`config.mk`:
```
export PLATFORM = sky130hd
export DESIGN_NAME = reaction_timer_core
export DESIGN_NICKNAME = d
export VERILOG_FILES = /design/src/rtl/reaction_pkg.sv /design/src/rtl/bcd_counter.sv /design/src/rtl/reaction_timer_core.sv
export SDC_FILE = /design/constraint.sdc
export NUM_CORES = 1
export LEC_CHECK = 0
export CELL_PAD_IN_SITES_DETAIL_PLACEMENT = 1
export CELL_PAD_IN_SITES_GLOBAL_PLACEMENT = 1
export CORE_MARGIN = 2
export CORE_UTILIZATION = 45
export DETAILED_ROUTE_END_ITERATION = 10
export PLACE_DENSITY = 0.78
export SLEW_MARGIN = 20
export SYNTH_ARGS = -nofsm -noshare
export SYNTH_HDL_FRONTEND = slang
export SYNTH_SLANG_ARGS = --single-unit
export TNS_END_PERCENT = 10
```
`constraint.sdc`:
```
create_clock -name clk -period 3 [get_ports clk]
set_input_delay 0.6 -clock clk [delete_from_list [all_inputs] [get_ports clk]]
set_output_delay 0.6 -clock clk [all_outputs]
set_load 0.01 [all_outputs]
```
`src/rtl/reaction_pkg.sv`:
```
// Shared types and constants for the reaction-time engine.
package reaction_pkg;

  typedef enum logic [2:0] {
    ST_IDLE,
    ST_WAIT,
    ST_ARMED,
    ST_RESULT,
    ST_FAULT
  } state_e;

  typedef logic [3:0] bcd_digit_t;

  localparam logic [15:0] LFSR_SEED = 16'hACE1;
  // Taps 16,14,13,11 expressed as a bit mask on [15:0].
  localparam logic [15:0] LFSR_TAPS = 16'hB400;

  function automatic logic [15:0] lfsr_next(input logic [15:0] s);
    return {s[14:0], ^(s & LFSR_TAPS)};
  endfunction

endpackage

```
`src/rtl/bcd_counter.sv`:
```
// Multi-digit BCD up-counter with synchronous clear; saturates at all 9s.
module bcd_counter
  import reaction_pkg::*;
#(
  parameter int DIGITS = 4
) (
  input  logic                clk,
  input  logic                rst_n,
  input  logic                ena_i,
  input  logic                clr_i,
  input  logic                inc_i,
  output logic [4*DIGITS-1:0] count_o,
  output logic                sat_o
);

  logic [4*DIGITS-1:0] count_q, count_d, count_inc;
  bcd_digit_t          dig;
  logic                carry;

  always_comb begin
    count_inc = count_q;
    carry     = 1'b1;
    sat_o     = 1'b1;
    dig       = '0;
    for (int i = 0; i < DIGITS; i++) begin
      dig = count_q[4*i +: 4];
      if (dig != 4'd9) sat_o = 1'b0;
      if (carry) begin
        if (dig == 4'd9) begin
          count_inc[4*i +: 4] = 4'd0;
        end else begin
          count_inc[4*i +: 4] = dig + 4'd1;
          carry               = 1'b0;
        end
      end
    end
  end

  always_comb begin
    count_d = count_q;
    if (clr_i)              count_d = '0;
    else if (inc_i && !sat_o) count_d = count_inc;
  end

  always_ff @(posedge clk or negedge rst_n) begin
    if (!rst_n)     count_q <= '0;
    else if (ena_i) count_q <= count_d;
  end

  assign count_o = count_q;

endmodule

```
`src/rtl/reaction_timer_core.sv`:
```
// Reaction-time engine: random delay, ms BCD timing, false starts, ties, best time.
// States: IDLE idle | WAIT random delay | ARMED timing react | RESULT show time | FAULT false start
module reaction_timer_core
  import reaction_pkg::*;
#(
  parameter int NUM_PLAYERS  = 2,
  parameter int DIGITS       = 4,
  parameter int TICK_DIV     = 10000,
  parameter int MIN_DELAY_MS = 1000,
  parameter int RAND_BITS    = 11
) (
  input  logic                   clk,
  input  logic                   rst_n,
  input  logic                   ena,
  input  logic                   start_btn,
  input  logic [NUM_PLAYERS-1:0] react_btn,
  output logic                   stim_led,
  output logic                   busy,
  output logic [NUM_PLAYERS-1:0] winner,
  output logic                   tie,
  output logic [NUM_PLAYERS-1:0] false_start,
  output logic                   timeout,
  output logic [4*DIGITS-1:0]    time_bcd,
  output logic [4*DIGITS-1:0]    best_bcd
);

  localparam int PS_W  = $clog2(TICK_DIV);
  localparam int DLY_W = $clog2(MIN_DELAY_MS + (1 << RAND_BITS));
  localparam logic [4*DIGITS-1:0] ALL_NINES = {DIGITS{4'h9}};

  state_e                 state_q, state_d;
  logic [15:0]            lfsr_q;
  logic                   start_q;
  logic [NUM_PLAYERS-1:0] react_q;
  logic [PS_W-1:0]        ps_q, ps_d;
  logic [DLY_W-1:0]       dly_q, dly_d, load_val;
  logic [NUM_PLAYERS-1:0] winner_q, winner_d, fs_q, fs_d;
  logic                   tie_q, tie_d, timeout_q, timeout_d;
  logic [4*DIGITS-1:0]    best_q, best_d, cnt;
  logic                   cnt_clr, cnt_inc, cnt_sat;
  logic                   start_edge, busy_w, tick, react_multi;
  logic [NUM_PLAYERS-1:0] react_edge, react_lowest;

  assign start_edge   = start_btn & ~start_q;
  assign react_edge   = react_btn & ~react_q;
  assign react_lowest = react_edge & (~react_edge + NUM_PLAYERS'(1));
  assign react_multi  = |(react_edge & (react_edge - NUM_PLAYERS'(1)));
  assign busy_w       = (state_q == ST_WAIT) || (state_q == ST_ARMED);
  assign tick         = busy_w && (ps_q == PS_W'(TICK_DIV - 1));
  assign load_val     = DLY_W'(MIN_DELAY_MS) + DLY_W'(lfsr_q[RAND_BITS-1:0]);

  always_comb begin
    state_d   = state_q;
    dly_d     = dly_q;
    ps_d      = (busy_w && !tick) ? ps_q + PS_W'(1) : '0;
    winner_d  = winner_q;
    tie_d     = tie_q;
    fs_d      = fs_q;
    timeout_d = timeout_q;
    best_d    = best_q;
    cnt_clr   = 1'b0;
    cnt_inc   = 1'b0;
    case (state_q)
      ST_IDLE, ST_RESULT, ST_FAULT: begin
        if (start_edge) begin
          state_d   = ST_WAIT;
          dly_d     = load_val;
          ps_d      = '0;
          winner_d  = '0;
          tie_d     = 1'b0;
          fs_d      = '0;
          timeout_d = 1'b0;
          cnt_clr   = 1'b1;
        end
      end
      ST_WAIT: begin
        // A press beats delay expiry in the same cycle.
        if (|react_edge) begin
          state_d = ST_FAULT;
          fs_d    = react_edge;
          ps_d    = '0;
        end else if (dly_q == '0 || (tick && dly_q == DLY_W'(1))) begin
          state_d = ST_ARMED;
          ps_d    = '0;
          cnt_clr = 1'b1;
        end else if (tick) begin
          dly_d = dly_q - DLY_W'(1);
        end
      end
      ST_ARMED: begin
        if (|react_edge) begin
          state_d  = ST_RESULT;
          winner_d = react_lowest;
          tie_d    = react_multi;
          ps_d     = '0;
          if (cnt < best_q) best_d = cnt;
        end else if (cnt_sat) begin
          state_d   = ST_RESULT;
          timeout_d = 1'b1;
          ps_d      = '0;
        end else if (tick) begin
          cnt_inc = 1'b1;
        end
      end
      default: state_d = ST_IDLE;
    endcase
  end

  always_ff @(posedge clk or negedge rst_n) begin
    if (!rst_n) begin
      state_q   <= ST_IDLE;
      lfsr_q    <= LFSR_SEED;
      start_q   <= 1'b0;
      react_q   <= '0;
      ps_q      <= '0;
      dly_q     <= '0;
      winner_q  <= '0;
      tie_q     <= 1'b0;
      fs_q      <= '0;
      timeout_q <= 1'b0;
      best_q    <= ALL_NINES;
    end else if (ena) begin
      state_q   <= state_d;
      lfsr_q    <= lfsr_next(lfsr_q);
      start_q   <= start_btn;
      react_q   <= react_btn;
      ps_q      <= ps_d;
      dly_q     <= dly_d;
      winner_q  <= winner_d;
      tie_q     <= tie_d;
      fs_q      <= fs_d;
      timeout_q <= timeout_d;
      best_q    <= best_d;
    end
  end

  bcd_counter #(.DIGITS(DIGITS)) u_time (
    .clk     (clk),
    .rst_n   (rst_n),
    .ena_i   (ena),
    .clr_i   (cnt_clr),
    .inc_i   (cnt_inc),
    .count_o (cnt),
    .sat_o   (cnt_sat)
  );

  assign stim_led    = (state_q == ST_ARMED);
  assign busy        = busy_w;
  assign winner      = winner_q;
  assign tie         = tie_q;
  assign false_start = fs_q;
  assign timeout     = timeout_q;
  assign time_bcd    = cnt;
  assign best_bcd    = best_q;

endmodule

```
==> Table 3: Implementation characteristics, run 1 <==
Summary of implementation characteristics

Parameter                              Value

Run
  Tool warnings .................. 31
  Max-cap violation count .................. 0

Clock tree
  Maximum buffer depth of the clock tree .................. 2
  Insertion delay of the later-clocked pin in the worst-skew pair .................. 0.37 ns
  Resized Gates After CTS .................. 0
  Setup Fix Bufs, Post-CTS .................. 0

Hold path
  Worst min-delay path category .................. input pin to async pin

Detailed routing
  Wire length on met3 .................. 481 um
  Routed wire length .................. 13010 um
  Average wire per cell in the routed design .................. 18.46 um

Setup path
  Launching element type of the critical path .................. flop
  Family with the most delay on the worst path .................. simple AND/OR/NAND/NOR gates
  Maximum net fanout on the critical path .................. 7
  Critical path's slowest cell .................. sky130_fd_sc_hd__or4_4
  Endpoint kind of the worst setup timing path .................. flop
  Cells along the critical path .................. or4_4 -> or4_4 -> or3_4 -> o31ai_4 -> and2_1 -> o22ai_1
  Logic depth of the worst setup path including buffers .................. 6
  Worst setup path class .................. flop to flop
  Most repeated library cell on the critical path .................. sky130_fd_sc_hd__or4_4

Floorplanning
  Count of inserted tapcells .................. 140
  Fraction of the core area occupied by cells at floorplan .................. 0.4613

Power and ir drop
  Reported leakage power .................. 2.507 nW
  Worst vdd ir .................. 0.0004710 V
  Register share of total power .................. 0.425
  PwrDens .................. 740.7 nW/um^2

Global route
  Number of global-route vias before repair .................. 4289
  GRT Util Overall .................. 0.2304
  Antenna violations before repair .................. 0
  Wire length of the first global-routing pass .................. 21410 um

Final layout
  Area Overhead vs Synth .................. 17.84%
  Layout buffer count excluding clock buffers .................. 62
  Top cells excl fill/tap .................. sky130_fd_sc_hd__dfrtp_1, sky130_fd_sc_hd__clkdlybuf4s50_1, sky130_fd_sc_hd__inv_1, sky130_fd_sc_hd__nor2_1, sky130_fd_sc_hd__nand2_1

Synth
  Proportion of netlist area held by the largest area contributor .................. 0.3503
  Ys cells .................. 502
  Flops & latches, synth .................. 86
  Post-synth seq share .................. 0.4343
  Number of warnings issued by yosys .................. 0

Timing
  Hold violation count in the final report .................. 0
  Slew at the pin closest to its max-slew limit .................. 0.5870 ns
  Setup clock skew after layout .................. 0.01432 ns

Placement
  HPWL Detailed .................. 9475 um

Outcome
  Run status .................. finished, final reports clean
run 1: through the flow:
step                      hold WS [ns]  setup WS (ns)  area, sq um  power [mW]  utilization
after floorplan                 0.3044         0.4787         5001       2.868            -
after global placement          0.4802         0.2599         5693       3.436       0.5252
after global routing            0.2318        0.08019         5893       4.660       0.5436
after detailed placement        0.4825         0.1695         5693       3.529       0.5252
after CTS                       0.2147         0.1766         5893       4.396       0.5436
final                           0.2116         0.1554         5893       4.365       0.5436
run 1: cell families after synthesis:
group,share of synthesized area
buf+inv,0.04528
fa+ha+maj,0.06755
xor+xnor,0.02277
mux,0.08531
simple gates,0.1919
compound gates,0.1529
flops,0.4343
Figure 1. Placement by cell class (run 1).
The bar under the picture is 20 um long.
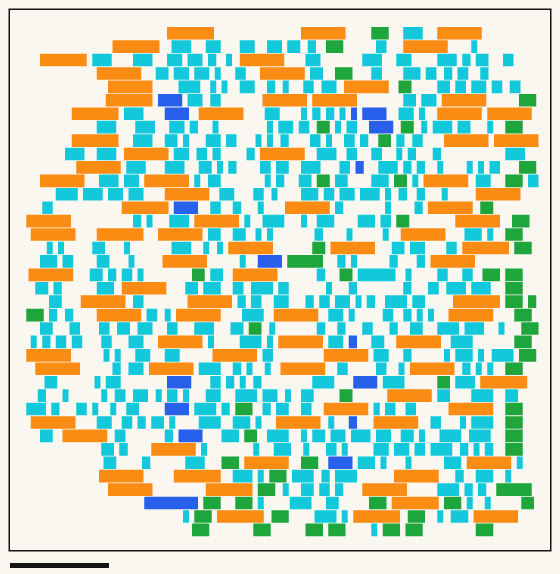
legend:
  clock drivers and dummy loads:
    colour: blue
    cells: 16
  other buffers and delay cells:
    colour: green
    cells: 62
  flops:
    colour: orange
    cells: 86
  combinational and other logic:
    colour: cyan
    cells: 401

Figure 2. Supply network (run 1).
Pins as bars on the die edge.
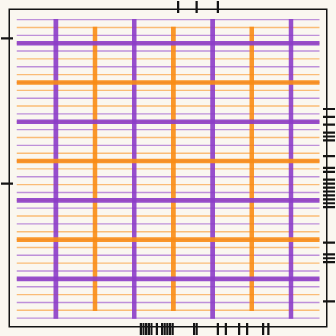
legend:
  VSS:
    colour: purple
  VDD:
    colour: orange
met4 straps: 7
rows: 38
met1 rails: 39
signal pins: 46
met5 straps: 7

Figure 3. Signal wires by layer (run 1).
Only two layers are drawn.
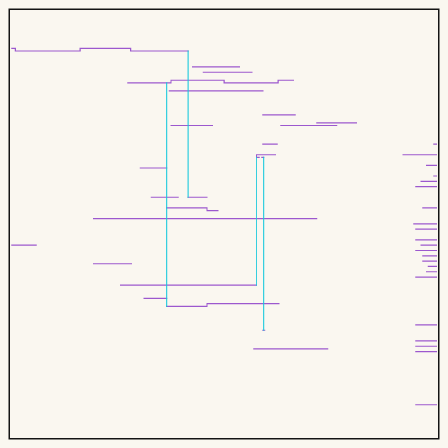
legend:
  metal 3:
    colour: purple
    wire_length: 481 um
  metal 4:
    colour: cyan
    wire_length: 171 um

Figure 4. Clock wires, drivers and flops (run 1).
The bar under the picture is 20 um long.
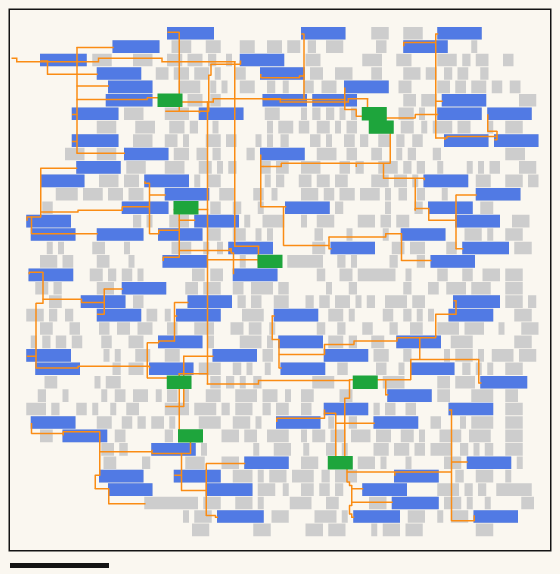

==> run 1 -> run 2 <==
REMOVE_ABC_BUFFERS = 1   (was not set)
Figure 5. Clock wires, drivers and flops (run 2).
The bar under the picture is 20 um long.
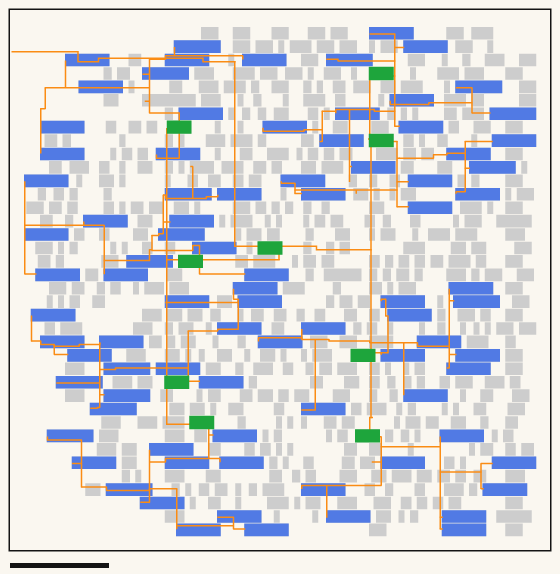
legend:
  flip-flops:
    colour: blue
    count: 86
  clock wires:
    colour: orange
    length: 1120 um
  clock drivers:
    colour: green
    count: 9
flops lie: all over the die
routed clock nets: 10

Figure 6. Placement by cell class (run 2).
The bar under the picture is 20 um long.
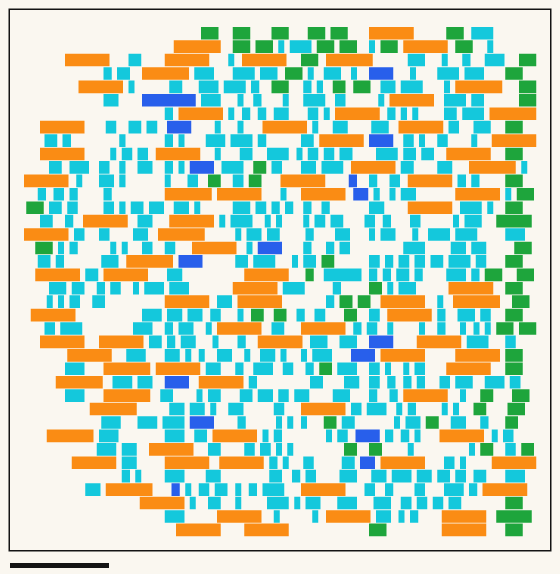
legend:
  other buffers and delay cells:
    colour: green
    cells: 67
  clock drivers and dummy loads:
    colour: blue
    cells: 16
  flops:
    colour: orange
    cells: 86
  combinational and other logic:
    colour: cyan
    cells: 401

Figure 7. Signal wires by layer (run 2).
Only two layers are drawn.
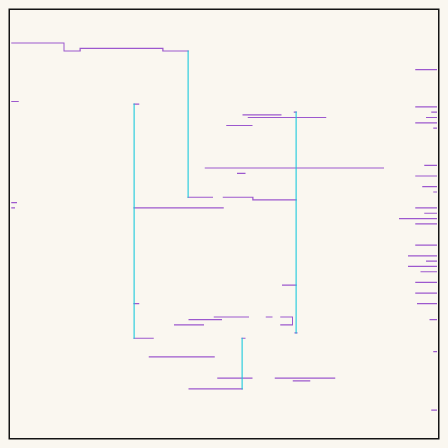
legend:
  metal 3:
    colour: purple
    wire_length: 388 um
  metal 4:
    colour: cyan
    wire_length: 167 um

==> Table 3: Implementation characteristics, run 2 <==
Summary of implementation characteristics

Parameter                              Value

Setup path
  Most repeated library cell on the critical path .................. sky130_fd_sc_hd__or4_4
  Cells along the critical path .................. or4_4 -> or4_4 -> or3_4 -> o31ai_4 -> and2_1 -> o22ai_1
  Endpoint kind of the worst setup timing path .................. flop
  Critical path's slowest cell .................. sky130_fd_sc_hd__or4_4

Placement
  Post-Place Cell Area .................. 5731 sq um
  HPWL Detailed .................. 9695 um

Synth
  Largest family of logic cells by area .................. simple AND/OR/NAND/NOR gates
  Ys cells .................. 502
  Proportion of netlist area held by the largest area contributor .................. 0.3503
  Multiplexer share .................. 0.08531
  Area fraction in xor and xnor cells .................. 0.02277
  Fa+ha+maj area frac .................. 0.06755
  Number of warnings issued by yosys .................. 0
  Simple-gate share of the synthesized area .................. 0.1919
  Post-synth seq share .................. 0.4343
  Flops & latches, synth .................. 86

Power and ir drop
  Reported leakage power .................. 2.530 nW
  PwrDens .................. 734.5 nW/um^2
  Total power .................. 4.363 mW
  Register share of total power .................. 0.425
  Worst vdd ir .................. 0.0003340 V

Run
  Tool warnings .................. 30
  Max-cap violation count .................. 0

Detailed routing
  Wire length on met3 .................. 387 um
  Routed wire length .................. 12930 um
  Average wire per cell in the routed design .................. 18.22 um

Global route
  GRT Util Overall .................. 0.2272
  Antenna violations before repair .................. 0
  Number of global-route vias before repair .................. 4344
  Wire length of the first global-routing pass .................. 21380 um

Clock tree
  Resized Gates After CTS .................. 0
  Setup Fix Bufs, Post-CTS .................. 0
  Insertion delay of the later-clocked pin in the worst-skew pair .................. 0.37 ns

Final layout
  Area Overhead vs Synth .................. 18.76%
  Post-Layout Inst Area .................. 5939 sq um
  Top cells excl fill/tap .................. sky130_fd_sc_hd__dfrtp_1, sky130_fd_sc_hd__clkdlybuf4s50_1, sky130_fd_sc_hd__inv_1, sky130_fd_sc_hd__nor2_1, sky130_fd_sc_hd__nand2_1

Timing
  Slew at the pin closest to its max-slew limit .................. 0.5536 ns
  Hold violation count in the final report .................. 0

Outcome
  Run status .................. finished, final reports clean
## run 2: metrics by stage
stage | worst slack, ns | TNS [ns] | hold slack (ns)
3_3_place_gp | 0.2665 | 0 | 0.4815
4_1_cts | 0.1946 | 0 | 0.2177
2_1_floorplan | -0.4290 | -3.082 | 0.3044
3_5_place_dp | 0.1529 | 0 | 0.4898
5_1_grt | 0.08526 | 0 | 0.2415
6_report | 0.1934 | 0 | 0.1967
## run 2: layout make-up
cell class	instances	area [sq um]	share of cell area
flip-flops and latches	86	2172	0.3657
clock inverters	5	57.56	0.009690
multi-input cells	363	2608	0.4390
inverters	38	142.6	0.02402
well taps	140	175.2	0.02949
repair buffers	67	633.1	0.1066
clock buffers	11	151.4	0.02549
Figure 8. Supply network (run 2).
Pins as bars on the die edge.
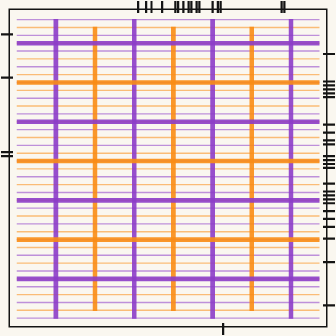

==> run 2 -> run 3 <==
CORE_ASPECT_RATIO = 0.5   (was not set)
Figure 9. Supply network (run 3).
Pins as bars on the die edge.
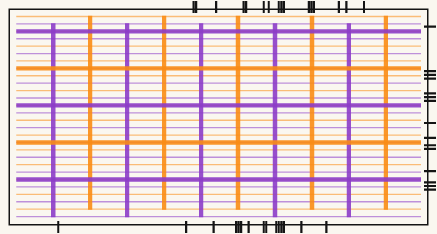
legend:
  VDD:
    colour: orange
  VSS:
    colour: purple
met1 rails: 28
rows: 27
met4 straps: 10

Figure 10. Placement by cell class (run 3).
The bar under the picture is 50 um long.
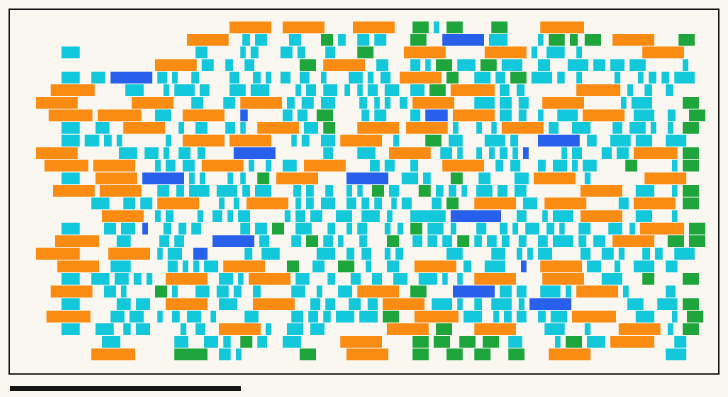
legend:
  flops:
    colour: orange
    cells: 86
  combinational and other logic:
    colour: cyan
    cells: 401
  other buffers and delay cells:
    colour: green
    cells: 63
  clock drivers and dummy loads:
    colour: blue
    cells: 16

==> Table 3: Implementation characteristics, run 3 <==
Summary of implementation characteristics

Parameter                              Value

Timing
  Slew at the pin closest to its max-slew limit .................. 0.6647 ns
  Hold violation count in the final report .................. 0
  Post-route setup slack .................. 0.2005 ns
  Setup total negative slack .................. 0 ns
  Setup clock skew after layout .................. 0.007368 ns

Setup path
  Logic depth of the worst setup path including buffers .................. 6
  Family with the most delay on the worst path .................. simple AND/OR/NAND/NOR gates
  Worst setup path class .................. flop to flop
  Launching element type of the critical path .................. flop
  Endpoint kind of the worst setup timing path .................. flop
  Most repeated library cell on the critical path .................. sky130_fd_sc_hd__or4_4
  Cells along the critical path .................. or4_4 -> or4_4 -> or3_4 -> o31ai_4 -> and2_1 -> o22ai_1
  Maximum net fanout on the critical path .................. 7

Placement
  Worst setup timing slack at the placement stage .................. 0.1344 ns
  HPWL Detailed .................. 9034 um
  Post-Place Cell Area .................. 5694 sq um

Run
  Tool warnings .................. 30
  Max-cap violation count .................. 0

Synth
  Ys cells .................. 502
  Post-synth seq share .................. 0.4343
  Number of warnings issued by yosys .................. 0

Global route
  Antenna violations before repair .................. 0
  Wire length of the first global-routing pass .................. 21830 um
  GRT Util Overall .................. 0.2255

Outcome
  Run status .................. finished, final reports clean

Floorplanning
  Fraction of the core area occupied by cells at floorplan .................. 0.4583

Power and ir drop
  Total power .................. 4.611 mW
  Worst vdd ir .................. 0.0003625 V
  Register share of total power .................. 0.401

Final layout
  Post-route core utilization .................. 0.5488
  Top cells excl fill/tap .................. sky130_fd_sc_hd__dfrtp_1, sky130_fd_sc_hd__clkdlybuf4s50_1, sky130_fd_sc_hd__inv_1, sky130_fd_sc_hd__nor2_1, sky130_fd_sc_hd__nand2_1

Detailed routing
  Wire length on met3 .................. 349 um
  Average wire per cell in the routed design .................. 18.00 um
  Routed wire length .................. 12800 um

Clock tree
  Insertion delay of the later-clocked pin in the worst-skew pair .................. 0.34 ns
  Setup Fix Bufs, Post-CTS .................. 0
  Maximum buffer depth of the clock tree .................. 2
Figure 11. Signal wires by layer (run 3).
Only two layers are drawn.
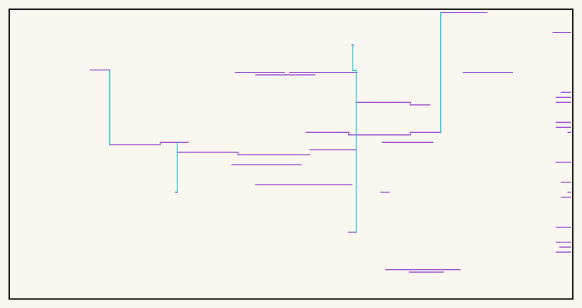
legend:
  metal 4:
    colour: cyan
    wire_length: 119 um
  metal 3:
    colour: purple
    wire_length: 350 um

-- run 3: cell counts after synthesis --
Identical to the previous run, type by type.
-- run 3: worst register-to-register path: cells and delay by family (launching register included) --
family	cells	cell delay, ns
compound gates	2	0.39
simple gates	4	1.84
flops	1	0.43
-- run 3: logic make-up after synthesis --
group	synth area share
simple gates	0.1919
compound gates	0.1529
xor+xnor	0.02277
buf+inv	0.04528
fa+ha+maj	0.06755
flops	0.4343
mux	0.08531
-- run 3: layout make-up --
cell class,count,area (sq um),area share
clock buffer,13,250.2,0.04179
clock inverter,3,43.79,0.007313
inverter,38,142.6,0.02382
sequential,86,2172,0.3627
timing repair buffer,63,590.6,0.09862
tap,145,181.4,0.03030
multi-input combinational,363,2608,0.4354
Power is estimated from default activity; no workload was simulated.
